===== config.mk =====
export PLATFORM = sky130hd
export DESIGN_NAME = axil_regfile
export DESIGN_NICKNAME = d
export VERILOG_FILES = /design/src/rtl/axil_regfile.sv
export SDC_FILE = /design/constraint.sdc
export NUM_CORES = 1
export LEC_CHECK = 0
export CORE_AREA = 2 2 258 260
export DETAILED_ROUTE_END_ITERATION = 7
export DIE_AREA = 0 0 260 262
export MAX_ROUTING_LAYER = met4
export PLACE_DENSITY = 0.54
export SYNTH_ARGS = -nofsm -noshare
export SYNTH_HDL_FRONTEND = slang
export SYNTH_SLANG_ARGS = --single-unit

===== constraint.sdc =====
create_clock -name s_axi_aclk -period 18.5 [get_ports s_axi_aclk]
set_input_delay 3.7 -clock s_axi_aclk [delete_from_list [all_inputs] [get_ports s_axi_aclk]]
set_output_delay 3.7 -clock s_axi_aclk [all_outputs]
set_load 0.02 [all_outputs]

===== src/rtl/axil_regfile.sv =====
// AXI4-Lite register file: NUM_REGS registers of DATA_W bits at BASE_ADDR, byte strobes,
// read-only status mapping and DECERR/SLVERR responses. Independent read and write paths.
module axil_regfile #(
    parameter int                  NUM_REGS  = 8,
    parameter int                  DATA_W    = 32,
    parameter int                  ADDR_W    = 32,
    parameter logic [ADDR_W-1:0]   BASE_ADDR = {ADDR_W{1'b0}},
    parameter logic [NUM_REGS-1:0] RO_MASK   = {NUM_REGS{1'b0}}
) (
    input  logic                       s_axi_aclk,
    input  logic                       s_axi_areset,
    input  logic [ADDR_W-1:0]          s_axi_awaddr,
    input  logic                       s_axi_awvalid,
    output logic                       s_axi_awready,
    input  logic [DATA_W-1:0]          s_axi_wdata,
    input  logic [DATA_W/8-1:0]        s_axi_wstrb,
    input  logic                       s_axi_wvalid,
    output logic                       s_axi_wready,
    output logic [1:0]                 s_axi_bresp,
    output logic                       s_axi_bvalid,
    input  logic                       s_axi_bready,
    input  logic [ADDR_W-1:0]          s_axi_araddr,
    input  logic                       s_axi_arvalid,
    output logic                       s_axi_arready,
    output logic [DATA_W-1:0]          s_axi_rdata,
    output logic [1:0]                 s_axi_rresp,
    output logic                       s_axi_rvalid,
    input  logic                       s_axi_rready,
    output logic [NUM_REGS*DATA_W-1:0] regs_out,
    output logic [NUM_REGS-1:0]        reg_wr,
    input  logic [NUM_REGS*DATA_W-1:0] status_in
);

    localparam int STRB_W = DATA_W / 8;
    localparam int LSB    = $clog2(STRB_W);
    localparam int IDX_W  = (NUM_REGS > 1) ? $clog2(NUM_REGS) : 1;
    localparam logic [ADDR_W-1:0] SPAN = ADDR_W'(NUM_REGS * STRB_W);

    typedef enum logic {W_IDLE = 1'b0, W_RESP = 1'b1} wstate_t;

    function automatic logic addr_hit(input logic [ADDR_W-1:0] a);
        logic [ADDR_W-1:0] off;
        off = a - BASE_ADDR;
        return (a >= BASE_ADDR) && (off < SPAN);
    endfunction

    function automatic logic [IDX_W-1:0] addr_idx(input logic [ADDR_W-1:0] a);
        logic [ADDR_W-1:0] off;
        off = (a - BASE_ADDR) >> LSB;
        return off[IDX_W-1:0];
    endfunction

    wstate_t             wstate_r, wstate_nxt_s;
    logic                aw_held_r, w_held_r, aw_held_nxt_s, w_held_nxt_s;
    logic [ADDR_W-1:0]   awaddr_r;
    logic [DATA_W-1:0]   wdata_r;
    logic [STRB_W-1:0]   wstrb_r;
    logic                awready_r, wready_r, bvalid_r;
    logic [1:0]          bresp_r;
    logic [NUM_REGS-1:0] reg_wr_r;
    logic [DATA_W-1:0]   regs_r [NUM_REGS];
    logic                commit_s, aw_hs_s, w_hs_s, b_hs_s;
    logic [ADDR_W-1:0]   wr_addr_s;
    logic [DATA_W-1:0]   wr_data_s;
    logic [STRB_W-1:0]   wr_strb_s;
    logic                wr_hit_s, wr_ok_s;
    logic [IDX_W-1:0]    wr_idx_s;
    logic                arready_r, rvalid_r, ar_hs_s, rd_hit_s;
    logic [DATA_W-1:0]   rdata_r, rd_data_s;
    logic [1:0]          rresp_r, rd_resp_s;
    logic [IDX_W-1:0]    rd_idx_s;

    assign aw_hs_s = s_axi_awvalid && awready_r;
    assign w_hs_s  = s_axi_wvalid && wready_r;
    assign b_hs_s  = bvalid_r && s_axi_bready;
    assign ar_hs_s = s_axi_arvalid && arready_r;

    // A channel accepted on the commit edge itself has not reached its latch yet.
    assign wr_addr_s = aw_held_r ? awaddr_r : s_axi_awaddr;
    assign wr_data_s = w_held_r ? wdata_r : s_axi_wdata;
    assign wr_strb_s = w_held_r ? wstrb_r : s_axi_wstrb;
    assign wr_hit_s  = addr_hit(wr_addr_s);
    assign wr_idx_s  = addr_idx(wr_addr_s);
    assign wr_ok_s   = wr_hit_s && !RO_MASK[wr_idx_s];

    // Write FSM next state, channel latch bookkeeping and commit strobe.
    always_comb begin
        wstate_nxt_s  = wstate_r;
        commit_s      = 1'b0;
        aw_held_nxt_s = aw_held_r | aw_hs_s;
        w_held_nxt_s  = w_held_r | w_hs_s;
        case (wstate_r)
            W_IDLE: begin
                if (aw_held_nxt_s && w_held_nxt_s) begin
                    wstate_nxt_s = W_RESP;
                    commit_s     = 1'b1;
                end else begin
                    wstate_nxt_s = W_IDLE;
                end
            end
            W_RESP: begin
                if (b_hs_s) begin
                    wstate_nxt_s  = W_IDLE;
                    aw_held_nxt_s = 1'b0;
                    w_held_nxt_s  = 1'b0;
                end else begin
                    wstate_nxt_s = W_RESP;
                end
            end
            default: begin
                wstate_nxt_s  = W_IDLE;
                aw_held_nxt_s = 1'b0;
                w_held_nxt_s  = 1'b0;
            end
        endcase
    end

    // Write FSM state, channel latches, readies and write response.
    always_ff @(posedge s_axi_aclk or posedge s_axi_areset) begin
        if (s_axi_areset) begin
            wstate_r  <= W_IDLE;
            aw_held_r <= 1'b0;
            w_held_r  <= 1'b0;
            awaddr_r  <= {ADDR_W{1'b0}};
            wdata_r   <= {DATA_W{1'b0}};
            wstrb_r   <= {STRB_W{1'b0}};
            awready_r <= 1'b0;
            wready_r  <= 1'b0;
            bvalid_r  <= 1'b0;
            bresp_r   <= 2'b00;
            reg_wr_r  <= {NUM_REGS{1'b0}};
        end else begin
            wstate_r  <= wstate_nxt_s;
            aw_held_r <= aw_held_nxt_s;
            w_held_r  <= w_held_nxt_s;
            awready_r <= (wstate_nxt_s == W_IDLE) && !aw_held_nxt_s;
            wready_r  <= (wstate_nxt_s == W_IDLE) && !w_held_nxt_s;
            reg_wr_r  <= {NUM_REGS{1'b0}};
            if (aw_hs_s) begin
                awaddr_r <= s_axi_awaddr;
            end
            if (w_hs_s) begin
                wdata_r <= s_axi_wdata;
                wstrb_r <= s_axi_wstrb;
            end
            if (commit_s) begin
                bvalid_r <= 1'b1;
                if (!wr_hit_s) begin
                    bresp_r <= 2'b11;
                end else if (!wr_ok_s) begin
                    bresp_r <= 2'b10;
                end else begin
                    bresp_r <= 2'b00;
                end
                if (wr_ok_s && (|wr_strb_s)) begin
                    reg_wr_r[wr_idx_s] <= 1'b1;
                end
            end else if (b_hs_s) begin
                bvalid_r <= 1'b0;
            end
        end
    end

    // Register storage, byte-merged on a successful commit edge only.
    always_ff @(posedge s_axi_aclk or posedge s_axi_areset) begin
        if (s_axi_areset) begin
            for (int i = 0; i < NUM_REGS; i++) begin
                regs_r[i] <= {DATA_W{1'b0}};
            end
        end else if (commit_s && wr_ok_s) begin
            for (int b = 0; b < STRB_W; b++) begin
                if (wr_strb_s[b]) begin
                    regs_r[wr_idx_s][b*8 +: 8] <= wr_data_s[b*8 +: 8];
                end
            end
        end
    end

    assign rd_hit_s = addr_hit(s_axi_araddr);
    assign rd_idx_s = addr_idx(s_axi_araddr);

    // Read data mux: stored value, status slice for read-only registers, zero on decode miss.
    always_comb begin
        rd_data_s = {DATA_W{1'b0}};
        rd_resp_s = 2'b11;
        if (!rd_hit_s) begin
            rd_data_s = {DATA_W{1'b0}};
            rd_resp_s = 2'b11;
        end else if (RO_MASK[rd_idx_s]) begin
            rd_data_s = status_in[int'(rd_idx_s)*DATA_W +: DATA_W];
            rd_resp_s = 2'b00;
        end else begin
            rd_data_s = regs_r[rd_idx_s];
            rd_resp_s = 2'b00;
        end
    end

    // Read channel: capture on AR handshake, hold until R handshake.
    always_ff @(posedge s_axi_aclk or posedge s_axi_areset) begin
        if (s_axi_areset) begin
            arready_r <= 1'b0;
            rvalid_r  <= 1'b0;
            rdata_r   <= {DATA_W{1'b0}};
            rresp_r   <= 2'b00;
        end else if (ar_hs_s) begin
            arready_r <= 1'b0;
            rvalid_r  <= 1'b1;
            rdata_r   <= rd_data_s;
            rresp_r   <= rd_resp_s;
        end else if (rvalid_r && s_axi_rready) begin
            rvalid_r  <= 1'b0;
            arready_r <= 1'b1;
        end else if (!rvalid_r) begin
            arready_r <= 1'b1;
        end
    end

    for (genvar g = 0; g < NUM_REGS; g++) begin : g_out
        assign regs_out[g*DATA_W +: DATA_W] = regs_r[g];
    end

    assign s_axi_awready = awready_r;
    assign s_axi_wready  = wready_r;
    assign s_axi_bvalid  = bvalid_r;
    assign s_axi_bresp   = bresp_r;
    assign s_axi_arready = arready_r;
    assign s_axi_rvalid  = rvalid_r;
    assign s_axi_rdata   = rdata_r;
    assign s_axi_rresp   = rresp_r;
    assign reg_wr        = reg_wr_r;

endmodule


==> Slide: Implementation Results <==
Synthesis and Place & Route Summary

Critical path
  • Slowest stage delay, CP: 0.88 ns
  • Cell family with most CP delay: buffers and inverters
  • Max Fanout on Critical Path: 93
  • Arrival time worst endpoint: 7.34 ns
  • Slowest cell on the critical path: buf_4
  • Crit path from: s_axi_areset
  • Crit end category: asynchronous set/reset pin
  • Critical Path Source Type: input port
  • Worst R2R Start: aw_held_r
  • CP Class: in -> async
  • Worst Path Buf+Inv: 5
  • Crit. path cell count: 5
  • Crit path DRT: 19.04 ns
  • Critical Path End: wdata_r[14]
  • Reg2reg path depth: 6

CTS
  • Post-CTS resize count: 0
  • CTS Hold Bufs: 0
  • Clk_lat worst skew: 0.55 ns
  • Cts bufs inserted: 42
  • CTS H-tree lvls: 2
  • Root Driver: clkbuf_16
  • CTS tree: built
  • CTS max path bufs: 3
  • CTS clock-pin slew for the worst setup and hold paths: 0.06 ns
  • Postcts setup bufs: 0

Yosys
  • Syn avg cell area: 15.68 sq um
  • Simple-gate area share of the yosys netlist: 6.559%
  • Ys async rst share: 100.0%
  • Post-synthesis sequential area ratio: 55.58%
  • Yosys aoi share: 1.658%
  • Xor/xnor share: 0%
  • Synth top area cells: dfrtp_1 56%, mux2_2 23%, mux4_2 8.6%
  • Synth warnings: 0
  • Net Count, Synth: 1,431
  • Adder share: 0%
  • Synthesized area: 0.01675 sq mm
  • Synthesized registers: 372
  • Top logic family: multiplexers
  • Cell accounting for the most synthesized area: dfrtp_1
  • Library cells used by synthesis: 42
  • Cell count in the Yosys report: 1,068
  • Multiplexer share: 34.62%
  • Dominant Register Cell: dfrtp_1

Placement
  • Area post-placement: 0.02180 sq mm
  • GP Congestion: 0.7458
  • IO Port Bufs: 407
  • Placed cell count: 2,308
  • DP Worst Slack: 10.89 ns

Hold path
  • Hold crit path type: reg -> reg

GRT
  • Number of global-route vias before repair: 11,767
  • Maximum number of pins on one net before global-route repair: 94
  • First-pass GRT wire length: 81,470 um
  • Initial antenna violation count: 3

Power and ir drop
  • Leakage: 10.31 nW
  • Pwr per Cell Area: 94.60 mW/mm^2
  • Total Power: 2.187 mW
  • VDD IR max: 70.72 uV

Outcome
  • Run status: finished clean

Timing
  • Maximum clock frequency: 147.2 MHz
  • Clk_skew: 0.01208 ns
  • Fin. max-slew vios: 0
  • Cycle use final: 36.72%
  • RSZ-0062 raised after global routing: false
  • Final setup vio count: 0
  • Final hold slack: 0.4792 ns
  • Setup ws final: 11.71 ns
  • Post-Route Setup TNS: 0 ns
  • Slew @ Worst Pin: 0.9915 ns
  • Hold Fails Final Rpt: 0
  • Final min period: 6.793 ns

Run
  • Log Warnings: 286

Floorplan
  • Die Width: 260 um
  • Rows: 94
  • Core area: 0.06528 sq mm
  • Initial cell density of the core: 25.66%
  • DIE AREA: 0.06812 sq mm
  • Die height: 262 um
  • I/O Pins: 668

Drt
  • Routed vias/inst: 4.672
  • Drt pass-1 iters: 4
  • Antenna-violating nets left: 0
  • Drt drc: 0
  • Initial drt markers: 449

Finish
  • Area Growth Syn to Fin: 38.03%
  • Fin cells: 2,385
  • Most frequent cells in the layout: 404 x clkdlybuf4s50_1, 371 x dfrtp_1, 343 x mux2_2
  • Cell area after layout: 0.02312 sq mm
  • Fillers: 6,271
  • Fin nets: 1,851
==> layer usage <==
| metal | wire length, um | up-vias | track usage [%] |
|---|---|---|---|
| met5 | 0 | - | - |
| met4 | 1118 | 0 | 4.374 |
| met3 | 3652 | 68 | 4.176 |
| met2 | 27270 | 314 | 27.16 |
| met1 | 23440 | 5880 | 20.54 |
| li1 | - | 4880 | - |
==> how the worst min path moves through the flow <==
stage	slack, ns	start	cells past startpoint	to
2_1_floorplan	0.47	wdata_r[0]	1	wdata_r[0]
3_3_place_gp	0.47	s_axi_rdata[17]	2	s_axi_rdata[17]
3_5_place_dp	0.47	s_axi_rdata[15]	2	s_axi_rdata[15]
4_1_cts	0.49	s_axi_rdata[15]	2	s_axi_rdata[15]
5_1_grt	0.51	s_axi_rdata[17]	2	s_axi_rdata[17]
6_report	0.48	s_axi_rdata[27]	2	s_axi_rdata[27]
==> report_power, final <==
group / internal, mW / total [mW] / switching [mW] / leakage, nW
registers: 0.894 / 0.942 / 0.0479 / 5.03
logic: 0.174 / 0.441 / 0.268 / 4.63
clock network: 0.470 / 0.803 / 0.333 / 0.649
total: 1.54 / 2.19 / 0.648 / 10.3
==> flip-flops by register name, summed over array words and instances (netlist names) <==
name	flops
aw_held_r	1
awaddr_r	30
reg_wr	8
regs_out	256
s_axi_arready	1
s_axi_awready	1
s_axi_bresp	1
s_axi_bvalid	1
s_axi_rdata	32
s_axi_rresp	1
s_axi_rvalid	1
s_axi_wready	1
w_held_r	1
wdata_r	32
wstate_r	1
wstrb_r	4
==> kinds of logic (layout without fill, tap and decap cells) <==
family | count (synthesis) | after routing
other cells | 0 | 4
mux | 455 | 455
buf+inv | 50 | 499
compound gates | 48 | 48
simple gates | 143 | 143
flops | 372 | 372
==> layout make-up <==
type                       count  area (sq um)  area share, %
sequential                   372          9310          40.27
antenna                        4         10.01        0.04329
multi-input combinational    646          7203          31.16
inverter                       4         22.52        0.09741
clock buffer                  67          1276          5.520
tap                          864          1081          4.676
timing repair buffer         422          4179          18.08
clock inverter                 6         37.54         0.1624
==> tightest hold or removal path, delay by kind of cell (launching register included) <==
kind            cells  cell delay (ns)
simple gates        1             0.04
compound gates      1             0.06
flops               1             0.34
==> synthesized netlist by cell type (5+ instances only) <==
library cell / number
mux2_1: 11
nand4_2: 5
clkbuf_1: 12
mux4_2: 64
o21ai_0: 34
buf_2: 15
dfrtp_1: 372
nand4_4: 19
mux2i_1: 37
nor3_1: 5
nand3_2: 8
buf_1: 9
nor4_1: 15
mux2_2: 343
a21oi_1: 5
nor2b_1: 7
buf_4: 6
nand3_1: 6
nand2_1: 45
nor2_1: 14
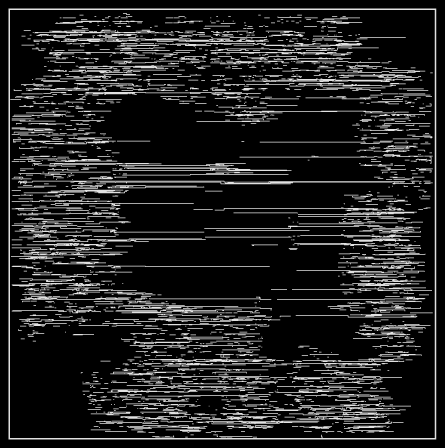
*Signal wires on met1*
The longest straight run is 117 um. The layer holds 42% of the routed length. The wires run mostly horizontal. The layer carries 23.4 mm of wire. 1,398 nets have wire on it.
met1 Track Usage GR: 20.54%
Via Count: 11,142
total wire length: 55,490 um

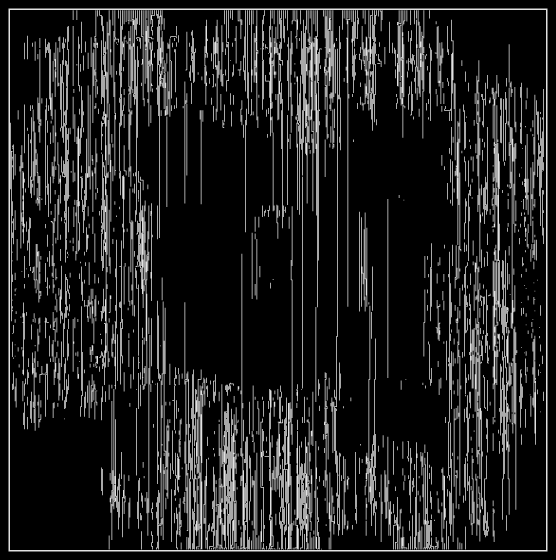
*Met2 routing*
The longest straight run is 139 um. The layer carries 27.3 mm of wire. 1,477 nets have wire on it. The layer holds 49% of the routed length. The wires run mostly vertical.
met2 usage: 27.16%

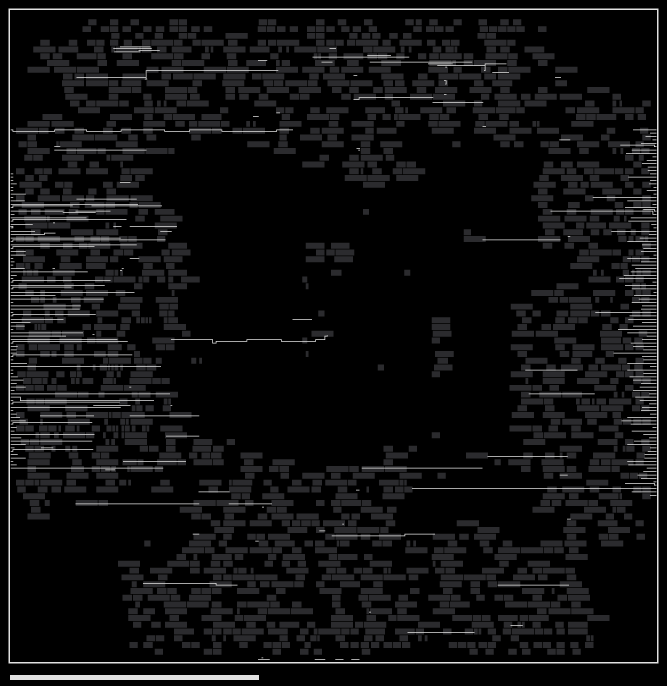
*Met3 routing*
The bar under the picture is 100 um long.
The longest straight run is 97.9 um. The layer holds 6.6% of the routed length. The layer carries 3,650 um of wire.
Global Route met3 Usage: 4.176%

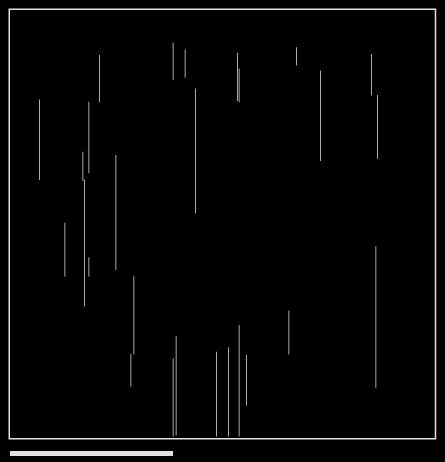
*M4 wires*
The bar under the picture is 100 um long.
The layer holds 2.0% of the routed length. The longest straight run is 86.4 um. The wires run mostly vertical. The layer carries 1,120 um of wire. 15 nets have wire on it.

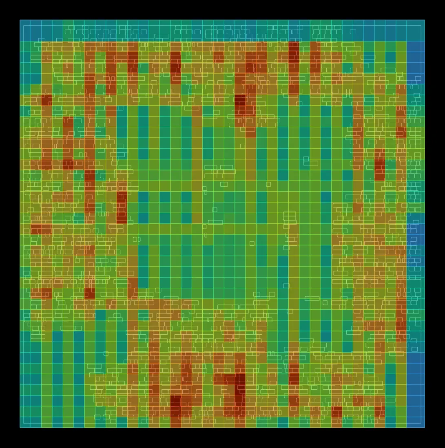
*Routing congestion map*
final core utilization: 35.42%
DR WL/cell: 23.26 um
GRT Total Usage: 16.63%

Power figures rest on the tool's default switching activity, not on a simulated workload.
